`src/rtl/isp_loader_pkg.sv`:
```
// isp_loader_pkg: definitions shared by the ISP loader and the instruction-memory side.
// Holds the instruction bus width (`InstBus), the frame header byte, the loader state
// encodings and the clogb2 helper the BRAM uses to size its address bus.

`ifndef InstBus
`define InstBus 32
`endif

package isp_loader_pkg;

    // First byte of every loader frame
    localparam logic [7:0] ISP_HDR = 8'hA5;

    // Loader FSM states
    typedef enum logic [2:0] {
        StIdle = 3'd0,
        StLen0 = 3'd1,
        StLen1 = 3'd2,
        StData = 3'd3,
        StCsum = 3'd4
    } isp_state_e;

    // Number of bits needed to represent value (0 for 0); matches the BRAM's sizing helper
    function automatic int unsigned clogb2(input int unsigned value);
        int unsigned v;
        int unsigned r;
        v = value;
        r = 0;
        while (v > 0) begin
            r++;
            v = v >> 1;
        end
        return r;
    endfunction

endpackage

```
`src/rtl/isp_loader.sv`:
```
// isp_loader: write side of the dual-port instruction BRAM.
// Receives a framed byte stream (A5, LEN_L, LEN_H, N x 4 data bytes LSB first, CSUM),
// assembles little-endian words and writes them to consecutive addresses from 0.
// busy holds the core in reset while a frame is in progress; done/err are sticky until
// the next header byte.
// Build option: define ISP_CSUM_EN to expect and verify the trailing XOR checksum byte.
// Without it the frame ends after the last data word (or after LEN_H when N == 0).

`ifndef InstBus
`define InstBus 32
`endif

module isp_loader
    import isp_loader_pkg::*;
#(
    parameter int unsigned RAM_DEPTH = 65536,
    localparam int unsigned AW = clogb2(RAM_DEPTH - 1)
) (
    input  logic                  clk,
    input  logic                  rst_n,
    input  logic                  rx_vld,
    input  logic [7:0]            rx_data,
    output logic                  rx_rdy,
    output logic                  wr_en,
    output logic [AW-1:0]         wr_addr,
    output logic [`InstBus-1:0]   wr_data,
    output logic                  busy,
    output logic                  done,
    output logic                  err
);

    isp_state_e              state_q;
    logic [7:0]              len_l_q;
    logic [15:0]             len_q;
    logic [16:0]             word_cnt_q;
    logic [1:0]              lane_q;
    // Holds the first three bytes of a word; the fourth goes straight into wr_data
    logic [`InstBus-9:0]     asm_q;
`ifdef ISP_CSUM_EN
    logic [7:0]              csum_q;
`endif

    logic                    rx_acc;
    logic [15:0]             len_full;
    logic                    len_oversize;
    logic                    word_last;

    // Byte handshake and frame-length decode
    always_comb begin
        rx_acc       = rx_vld & rx_rdy;
        len_full     = {rx_data, len_l_q};
        len_oversize = {16'd0, len_full} > RAM_DEPTH;
        word_last    = (word_cnt_q + 17'd1) == {1'b0, len_q};
    end

    // Loader FSM with registered handshake, write port and status outputs
    always_ff @(posedge clk or negedge rst_n) begin
        if (!rst_n) begin
            state_q    <= StIdle;
            len_l_q    <= '0;
            len_q      <= '0;
            word_cnt_q <= '0;
            lane_q     <= '0;
            asm_q      <= '0;
`ifdef ISP_CSUM_EN
            csum_q     <= '0;
`endif
            rx_rdy     <= 1'b1;
            wr_en      <= 1'b0;
            wr_addr    <= '0;
            wr_data    <= '0;
            busy       <= 1'b0;
            done       <= 1'b0;
            err        <= 1'b0;
        end else begin
            // Write strobe and its back-pressure last exactly one cycle
            wr_en  <= 1'b0;
            rx_rdy <= 1'b1;
            if (wr_en) begin
                wr_addr <= wr_addr + AW'(1);
            end

            if (rx_acc) begin
                unique case (state_q)
                    StIdle: begin
                        // Anything other than the header is line noise between frames
                        if (rx_data == ISP_HDR) begin
                            done    <= 1'b0;
                            err     <= 1'b0;
                            wr_addr <= '0;
`ifdef ISP_CSUM_EN
                            csum_q  <= '0;
`endif
                            busy    <= 1'b1;
                            state_q <= StLen0;
                        end
                    end

                    StLen0: begin
                        len_l_q <= rx_data;
`ifdef ISP_CSUM_EN
                        csum_q  <= csum_q ^ rx_data;
`endif
                        state_q <= StLen1;
                    end

                    StLen1: begin
`ifdef ISP_CSUM_EN
                        csum_q <= csum_q ^ rx_data;
`endif
                        if (len_full == 16'd0) begin
`ifdef ISP_CSUM_EN
                            state_q <= StCsum;
`else
                            done    <= 1'b1;
                            busy    <= 1'b0;
                            state_q <= StIdle;
`endif
                        end else if (len_oversize) begin
                            err     <= 1'b1;
                            busy    <= 1'b0;
                            state_q <= StIdle;
                        end else begin
                            len_q      <= len_full;
                            word_cnt_q <= '0;
                            lane_q     <= '0;
                            state_q    <= StData;
                        end
                    end

                    StData: begin
`ifdef ISP_CSUM_EN
                        csum_q <= csum_q ^ rx_data;
`endif
                        lane_q <= lane_q + 2'd1;
                        asm_q  <= {rx_data, asm_q[`InstBus-9:8]};
                        if (lane_q == 2'd3) begin
                            // Word complete: write it and stall the receiver for one cycle
                            wr_data    <= {rx_data, asm_q};
                            wr_en      <= 1'b1;
                            rx_rdy     <= 1'b0;
                            word_cnt_q <= word_cnt_q + 17'd1;
                            if (word_last) begin
`ifdef ISP_CSUM_EN
                                state_q <= StCsum;
`else
                                done    <= 1'b1;
                                busy    <= 1'b0;
                                state_q <= StIdle;
`endif
                            end
                        end
                    end

`ifdef ISP_CSUM_EN
                    StCsum: begin
                        if (rx_data == csum_q) begin
                            done <= 1'b1;
                        end else begin
                            err <= 1'b1;
                        end
                        busy    <= 1'b0;
                        state_q <= StIdle;
                    end
`endif

                    default: begin
                        busy    <= 1'b0;
                        state_q <= StIdle;
                    end
                endcase
            end
        end
    end

endmodule

```
`config.mk`:
```
export PLATFORM = sky130hd
export DESIGN_NAME = isp_loader
export DESIGN_NICKNAME = d
export VERILOG_FILES = /design/src/rtl/isp_loader_pkg.sv /design/src/rtl/isp_loader.sv
export SDC_FILE = /design/constraint.sdc
export NUM_CORES = 1
export LEC_CHECK = 0
export CORE_UTILIZATION = 25
export CTS_CLUSTER_DIAMETER = 200
export CTS_CLUSTER_SIZE = 30
export DETAILED_ROUTE_END_ITERATION = 16
export SLEW_MARGIN = 20
export SYNTH_ARGS = -nofsm -noshare
export SYNTH_HDL_FRONTEND = slang
export SYNTH_SLANG_ARGS = --single-unit
```
`constraint.sdc`:
```
create_clock -name clk -period 2.6 [get_ports clk]
set_input_delay 0.26 -clock clk [delete_from_list [all_inputs] [get_ports clk]]
set_output_delay 0.26 -clock clk [all_outputs]
set_load 0.02 [all_outputs]
```
Figure 1. Ports around the boundary (run 1).
Pins as bars across the die edge, other pins in gray.
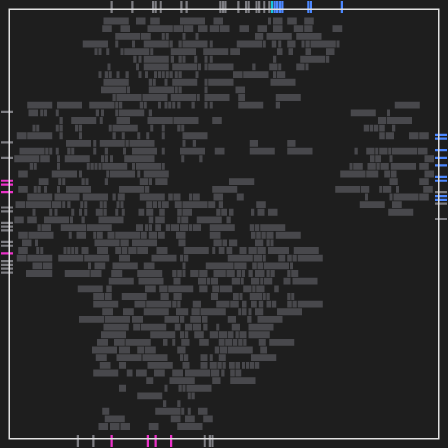
- magenta: rx_data (pins 8; direction input; edge 4 left, 4 bottom)
- blue: wr_addr (pins 16; direction output; edge 9 right, 7 top)
- cyan: err (pins 1; direction output; edge top)
die width: 152 µm
Die Ht: 152 µm
port bufs: 62

Figure 2. Routed clock nets over the placement (run 1).
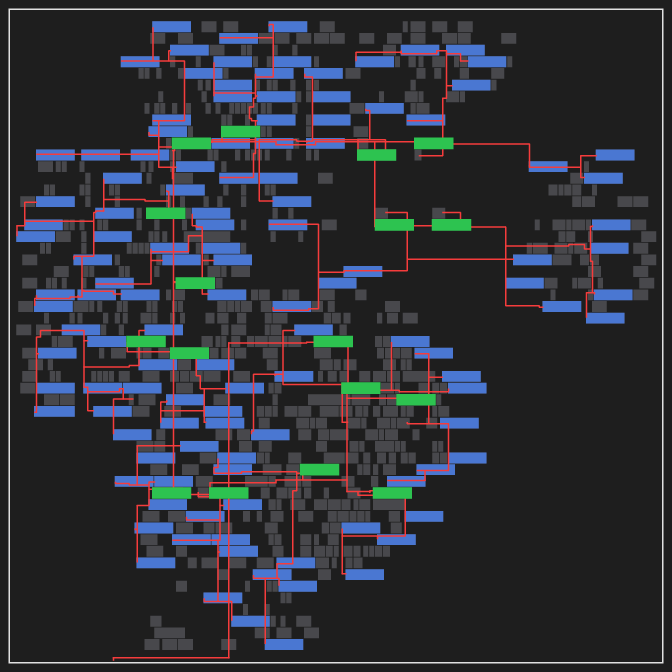
- red: clock wires (length 1760 µm)
- blue: flip-flops (count 121)
- green: clock-net drivers (count 17)
- routed clock nets: 18
Clock Power Share: 27.0%
clk pwr: 2.24 mW
clock skew: 0.0122 ns
clk ins delay skew pair: 0.42 ns

Figure 3. Cells by drive strength (run 1).
Bar = 50 µm.
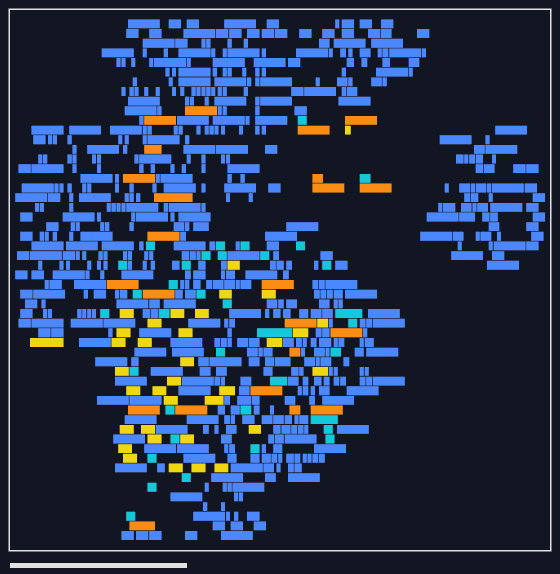
- yellow: x2 (cells 35; most used mux2_2)
- orange: x6 and larger (cells 23; most used clkbuf_16)
- blue: x1 and smaller (cells 575; most used nand2_1)
- cyan: x3 and x4 (cells 36; most used buf_4)
non-clock buffer count: 88
post-route cell area: 7210 µm²
Final WS setup: 0.153 ns
Area Growth Syn to Fin: 27.9%

==> results.cfg, run 1 <==
; physical design summary
[synth]
syn_area_um2 = 5640
common_cells = 195 x nand2_1, 120 x dfrtp_1, 34 x nor2_1
ys_cells = 585
synthesis.yosys.warnings = 0
synthCells = 585
synth_top_flop_cell = dfrtp_1
synth.area.top_cells = dfrtp_1 53%, nand2_1 13%, mux2_2 4.8%
synth_seq_share_pct = 53.7
ys_chip_area_um2 = 5640
top_area_cell = dfrtp_1
ys_ff = 121
synthMostInstantiatedCell = nand2_1
avgSynthCellArea_um2 = 9.64
top_cell_area_share_pct = 53.3
fp_nets = 599
synthArstFlopShare_pct = 100
synth-edff-count = 0
yosys.cell_types.count = 55

[timing]
rsz0062_at_grt = false
tightest_slew_ns = 0.683
setup_viol = 0
finalSetupTns_ns = 0
fin_crit_sh_pct = 94.1
hold_viol = 0
hold_slack_ns = 0.465
relSlewSlack_pct = 54.5
max_freq_ghz = 0.409
slew_viol_final = 0
fin_crit_ns = 2.45

[floorplanning]
core-area_um2 = 22000
ios = 64
std_cell_rows = 54
chip_area_um2 = 23200
fp-utilization_pct = 25.7

[clock_tree]
path_clk_slew_ns = 0.06
h-tree-depth = 4
clockBufferDepth = 2
cts_made_buffers = 17
root_buffer = clkbuf_16
cts_tree = done
clkSinkCount = 121

[worst_setup_path]
path_cells = ha_2, nand3_2, nor3_1, xor2_1, a2111oi_4, nand4_2, o31a_1
end_kind = flip-flop
path_buffers = 0
rr_endpoint = state_q[1]
worst_path_max_delay_cell = dfrtp_1
crit_type = flip-flop to flip-flop
arrival_ns = 2.74
crit_path_start_kind = flip-flop
worstPathRequired_ns = 2.90
crit_fanout = 9
reg2reg_depth = 7
r2r_slack_ns = 0.15
critPathMaxStageDelay_ns = 0.42
r2r_start = word_cnt_q[1]
critPathTopFamily = simple AND/OR/NAND/NOR gates

[routing]
ant_nets = 0
wl_per_cell_um = 14.3
initialDrtViolationCount = 263
vias_per_cell = 4.49
drt_pre_antenna_iters = 10
wirelength_um = 13600
vias = 4260
drc_errors = 2

[power_and_ir_drop]
vdd_ir_drop_max_mv = 0.471
power_density_nw_per_um2 = 1150
leakagePower_nw = 3.21

[flow_run]
cap_violations = 0
warning_count = 28

[grt]
gr-total-overflow = 0
grt_pass1_wl_um = 23300
grt_usage_pct = 12.7
antenna_found_initial = 0
grt_max_degree = 122
grt_pass1_vias = 4278

[place]
placedCellCount = 917
dp_hpwl_um = 9140
routabilityCongestion = 0.813
place_area_um2 = 6640

[layout]
drive_gt1_share_pct = 14.1
antenna_cells = 0
finalNonFillerCells = 949
finalNetCount = 671

[status]
outcome = complete, but fails checks
violations = DRC

[hold_path]
hold_path.class = input pin to async pin
## run 1: cells by family (layout without fill, tap and decap cells)
| logic type | count (synthesis) | count (layout) | share of synthesized area, % |
|---|---|---|---|
| DFF | 121 | 121 | 53.7 |
| xor gates and xnor gates | 37 | 37 | 5.75 |
| adders and majority gates | 3 | 3 | 0.666 |
| other | 1 | 1 | 0.0665 |
| muxes | 25 | 25 | 4.97 |
| and+or+nand+nor | 296 | 296 | 24.1 |
| AOI/OAI and AO/OA | 62 | 62 | 7.41 |
| buffers and inverters | 40 | 124 | 3.33 |
## run 1: flip-flops by register name, indices dropped and copies added, names as in the netlist
name,cells
wr_data,32
rx_rdy,1
state_q,2
wr_en,1
len_l_q,8
asm_q,24
busy,1
wr_addr,16
lane_q,2
len_q,16
done,1
word_cnt_q,17
## run 1: stage by stage
step / worst slack, ns / total power, mW / util (%)
global placement: 0.215 / 6.06 / 30.2
CTS: 0.100 / 8.40 / 32.8
global route: 0.00571 / 8.88 / 32.8
floorplan: 0.281 / 4.90 / -
detailed placement: 0.117 / 6.10 / 30.2
finish: 0.153 / 8.30 / 32.8
## run 1: power by group
part / switching [mW] / leakage [nW] / internal [mW]
clock network: 0.897 / 0.266 / 1.35
registers: 0.626 / 1.50 / 2.61
logic: 1.46 / 1.44 / 1.35
## run 1: timing repair
action / 4_1_cts / 5_1_grt
hold endpoints to repair: 79 / 0
hold buffers: 1 / 0
setup buffers: 0 / 0
setup endpoints to repair: 0 / 2
resized: 0 / 1
## run 1: tightest hold or removal path: cells and delay by family
kind | cells | cell delay [ns]
buf+inv | 3 | 1.07
## run 1: worst max path at each step
stage | from | endpoint | slack, ns | cells past startpoint
after floorplan | word_cnt_q[0] | state_q[1] | 0.28 | 8
after global placement | word_cnt_q[1] | state_q[1] | 0.22 | 7
after detailed placement | word_cnt_q[1] | state_q[1] | 0.12 | 7
after CTS | word_cnt_q[1] | state_q[1] | 0.10 | 7
after global routing | word_cnt_q[1] | state_q[1] | 0.006 | 7
final | word_cnt_q[1] | state_q[1] | 0.15 | 7
## run 1: area by class of cell
cell class	instances	area, µm²
clock buffer	19	443
inverter	5	18.8
tap	280	350
sequential	121	3030
fill	2233	14700
multi-input combinational	424	2420
clock inverter	12	119
timing repair buffer	88	828
## run 1: cells in the final DEF, fill, tap and decap left out, drive strengths merged, types with 8 or more instances in the layout
cell type,n
inv,8
nand4,11
nor2,34
dfrtp,120
clkdlybuf4s50,61
xnor2,19
nand2,195
buf,26
xor2,18
clkbuf,19
mux2,24
o21ai,31
nor3,11
and3,8
nand3,12
## run 1: routing by layer
metal,track usage (%),routed length [µm]
met5,0,0
met4,4.66,235
met3,2.93,423
met2,19.6,6230
met1,17.5,6720
Figure 4. M4 wires (run 1).
Bar = 50 µm.
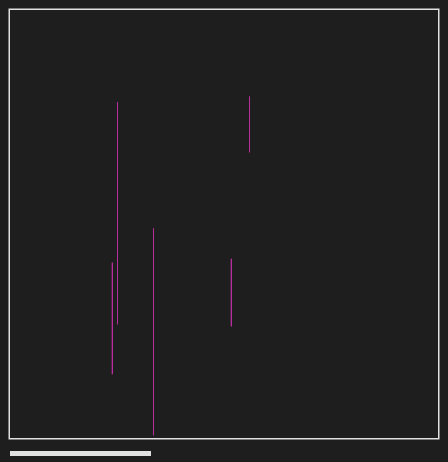

==> run 2, diff against run 1 <==
- CAP_MARGIN: not set -> 40
- CORE_UTILIZATION: 25 -> 56
- PLACE_DENSITY: not set -> 0.8
Figure 5. M4 wires (run 2).
Bar = 20 µm.
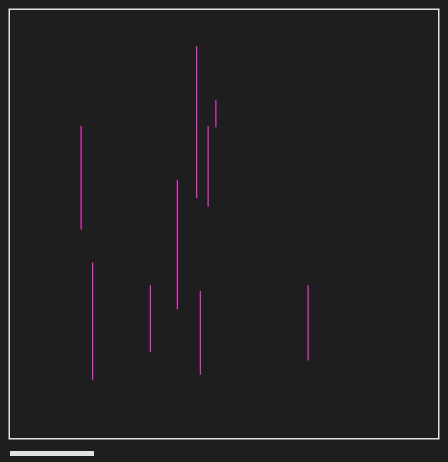
- nets with wire on the layer: 7
- wire length on this layer: 197 µm
- longest straight run: 36.0 µm
- share of all routed wire: 1.5%
- main direction: vertical
routed vias: 4529
drt total wl: 13300 µm

Figure 6. Clock routing (run 2).
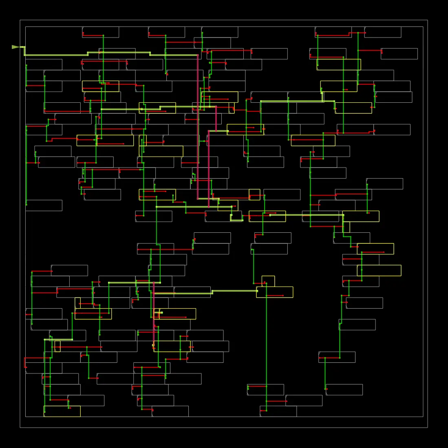
clk sinks: 121
# clk buffers: 22
clk ins delay skew pair: 0.52 ns
TritonCTS buffer count: 17
clock skew: 0.00722 ns

==> run 2 against run 1 <==
  * The run now ends clean
  * Global-route usage rose by 16 points
  * Maximum frequency rose by 1.2%
  * Count of clock-buffer cells in the layout grew 3
  * Total power rose by 2.4%
  * Largest power group unchanged
  * Highest routed layer unchanged
==> results.cfg, run 2 <==
; physical design summary
[timing]
fin_crit_ns = 2.42
max_freq_ghz = 0.413
hold_viol = 0
setup_viol = 0
relSlewSlack_pct = 61.3
slew_viol_final = 0
rsz0062_at_grt = false
finalSetupTns_ns = 0
hold_slack_ns = 0.325
fin_crit_sh_pct = 93.0

[synth]
synth_seq_share_pct = 53.7
yosys.cell_types.count = 55
fp_nets = 599
synth.area.top_cells = dfrtp_1 53%, nand2_1 13%, mux2_2 4.8%
top_area_cell = dfrtp_1
synthCells = 585
synth-edff-count = 0
syn_area_um2 = 5640
top_cell_area_share_pct = 53.3
synthArstFlopShare_pct = 100
synthMostInstantiatedCell = nand2_1
ys_chip_area_um2 = 5640
ys_ff = 121
avgSynthCellArea_um2 = 9.64
ys_cells = 585
synthesis.yosys.warnings = 0

[routing]
ant_nets = 0
wl_per_cell_um = 16.5
initialDrtViolationCount = 302
vias_per_cell = 5.63

[flow_run]
cap_violations = 0
warning_count = 26

[power_and_ir_drop]
leakagePower_nw = 3.24
seq_power_share_pct = 38.6
power_density_nw_per_um2 = 1200
switchingPower_mw = 2.94
share_comb_of_total_power_pct = 33.7
power_frac_clock_pct = 27.7
p_int_mw = 5.55
power_mw = 8.50
sw_frac_of_total_pct = 34.7

[grt]
gr-total-overflow = 0
grt_usage_pct = 28.5
antenna_found_initial = 0
grt_pass1_vias = 4482
grt_pass1_wl_um = 22200
grt_max_degree = 47

[clock_tree]
post_cts_buffers = 0
root_buffer = clkbuf_8
clockBufferDepth = 2
path_clk_slew_ns = 0.06
h-tree-depth = 4

[layout]
largest_reg_flops = 32
layout_top_cells = 195 x nand2_1, 120 x dfrtp_1, 61 x clkdlybuf4s50_1
final_common_cell = nand2_1
regMostFlops = wr_data
drive_gt1_share_pct = 14.0
finalNonFillerCells = 805
finalNetCount = 675
postLayoutCoreUtil_pct = 72.5
area_delta_synth_final_pct = 25.7

[place]
routabilityCongestion = 0.871
numPortBuffers = 62
placedCellCount = 774

[status]
outcome = complete, no violations

[worst_setup_path]
worstPathRequired_ns = 3.00
arrival_ns = 2.82
reg2reg_depth = 7
crit_fanout = 9
cp.depth = 7
worst_path_max_delay_cell = dfrtp_1
path_cells = ha_4, nand3_2, nor3_1, xor2_1, a2111oi_4, nand4_2, o31a_1
crit_type = flip-flop to flip-flop
path_buffers = 0
end_kind = flip-flop
critPathTopFamily = simple AND/OR/NAND/NOR gates

[floorplanning]
core-area_um2 = 9770
chip_area_um2 = 10500
ios = 64
std_cell_rows = 36
die_w_um = 102
run 2: cell types whose count changed in the layout (fill, tap and decap cells not counted), moves of 2 or more:
cell and delta:
inv_6 -3, buf_4 +4, clkinv_4 -3, bufinv_16 +3
clkbuf_1 +3, clkinvlp_4 -2
run 2: metrics by stage:
stage	cell area (µm²)	setup WS, ns
detailed placement	6470	0.124
floorplan	5640	0.281
global placement	6460	0.182
global route	7090	0.0443
CTS	7070	0.0725
finish	7090	0.181
run 2: power by group through the flow:
stage          combinational (mW)  sequential [mW]  clock (mW)
2_1_floorplan                1.43             3.47           0
3_3_place_gp                 2.74             3.23           0
3_5_place_dp                 2.83             3.27           0
4_1_cts                      2.87             3.26        2.38
5_1_grt                      3.14             3.39        2.47
6_report                     2.86             3.28        2.35
run 2: logic make-up (layout without fill, tap and decap cells):
family	Yosys count	count (layout)	share of synthesized area, %
AND-OR/OR-AND	62	62	7.41
XOR/XNOR	37	37	5.75
adder cells (fa/ha/maj)	3	3	0.666
buffers and inverters	40	127	3.33
flip-flops	121	121	53.7
multiplexers	25	25	4.97
other	1	1	0.0665
AND/OR/NAND/NOR	296	296	24.1
run 2: worst paths after layout:
kind | startpoint | to | slack, ns
worst max-delay path | word_cnt_q[0] | state_q[1] | 0.18
worst min-delay path | rst_n | wr_data[28] | 0.33
worst max register to register | word_cnt_q[0] | state_q[1] | 0.18
worst min register to register | wr_data[29] | wr_data[29] | 0.47
max in group asynchronous | rst_n | len_l_q[7] | 1.43
min in group clk | rx_data[3] | wr_data[27] | 0.45
run 2: routing by layer:
metal / GRT usage (%) / share of wire, % / up-vias
li1: - / - / 2113
met1: 37.1 / 42 / 2235
met2: 46.5 / 50 / 160
met3: 7.87 / 6.2 / 21
met4: 9.23 / 1.5 / 0
met5: 0 / 0 / -
run 2: what timing repair did:
action / 4_1_cts / 5_1_grt
resized: 0 / 2
hold endpoints to repair: 41 / 0
hold buffers: 1 / 0
endpoints found under the setup margin: 0 / 2
run 2: layout make-up:
class	count	area, µm²	share of cell area, %
multi-input cells	424	2430	34.3
clock buffers	22	443	6.25
flip-flops and latches	121	3030	42.8
clock inverters	8	146	2.07
inverters	5	18.8	0.265
well taps	133	166	2.35
repair buffers	92	850	12.0
Power figures rest on the tool's default switching activity, not on a simulated workload.
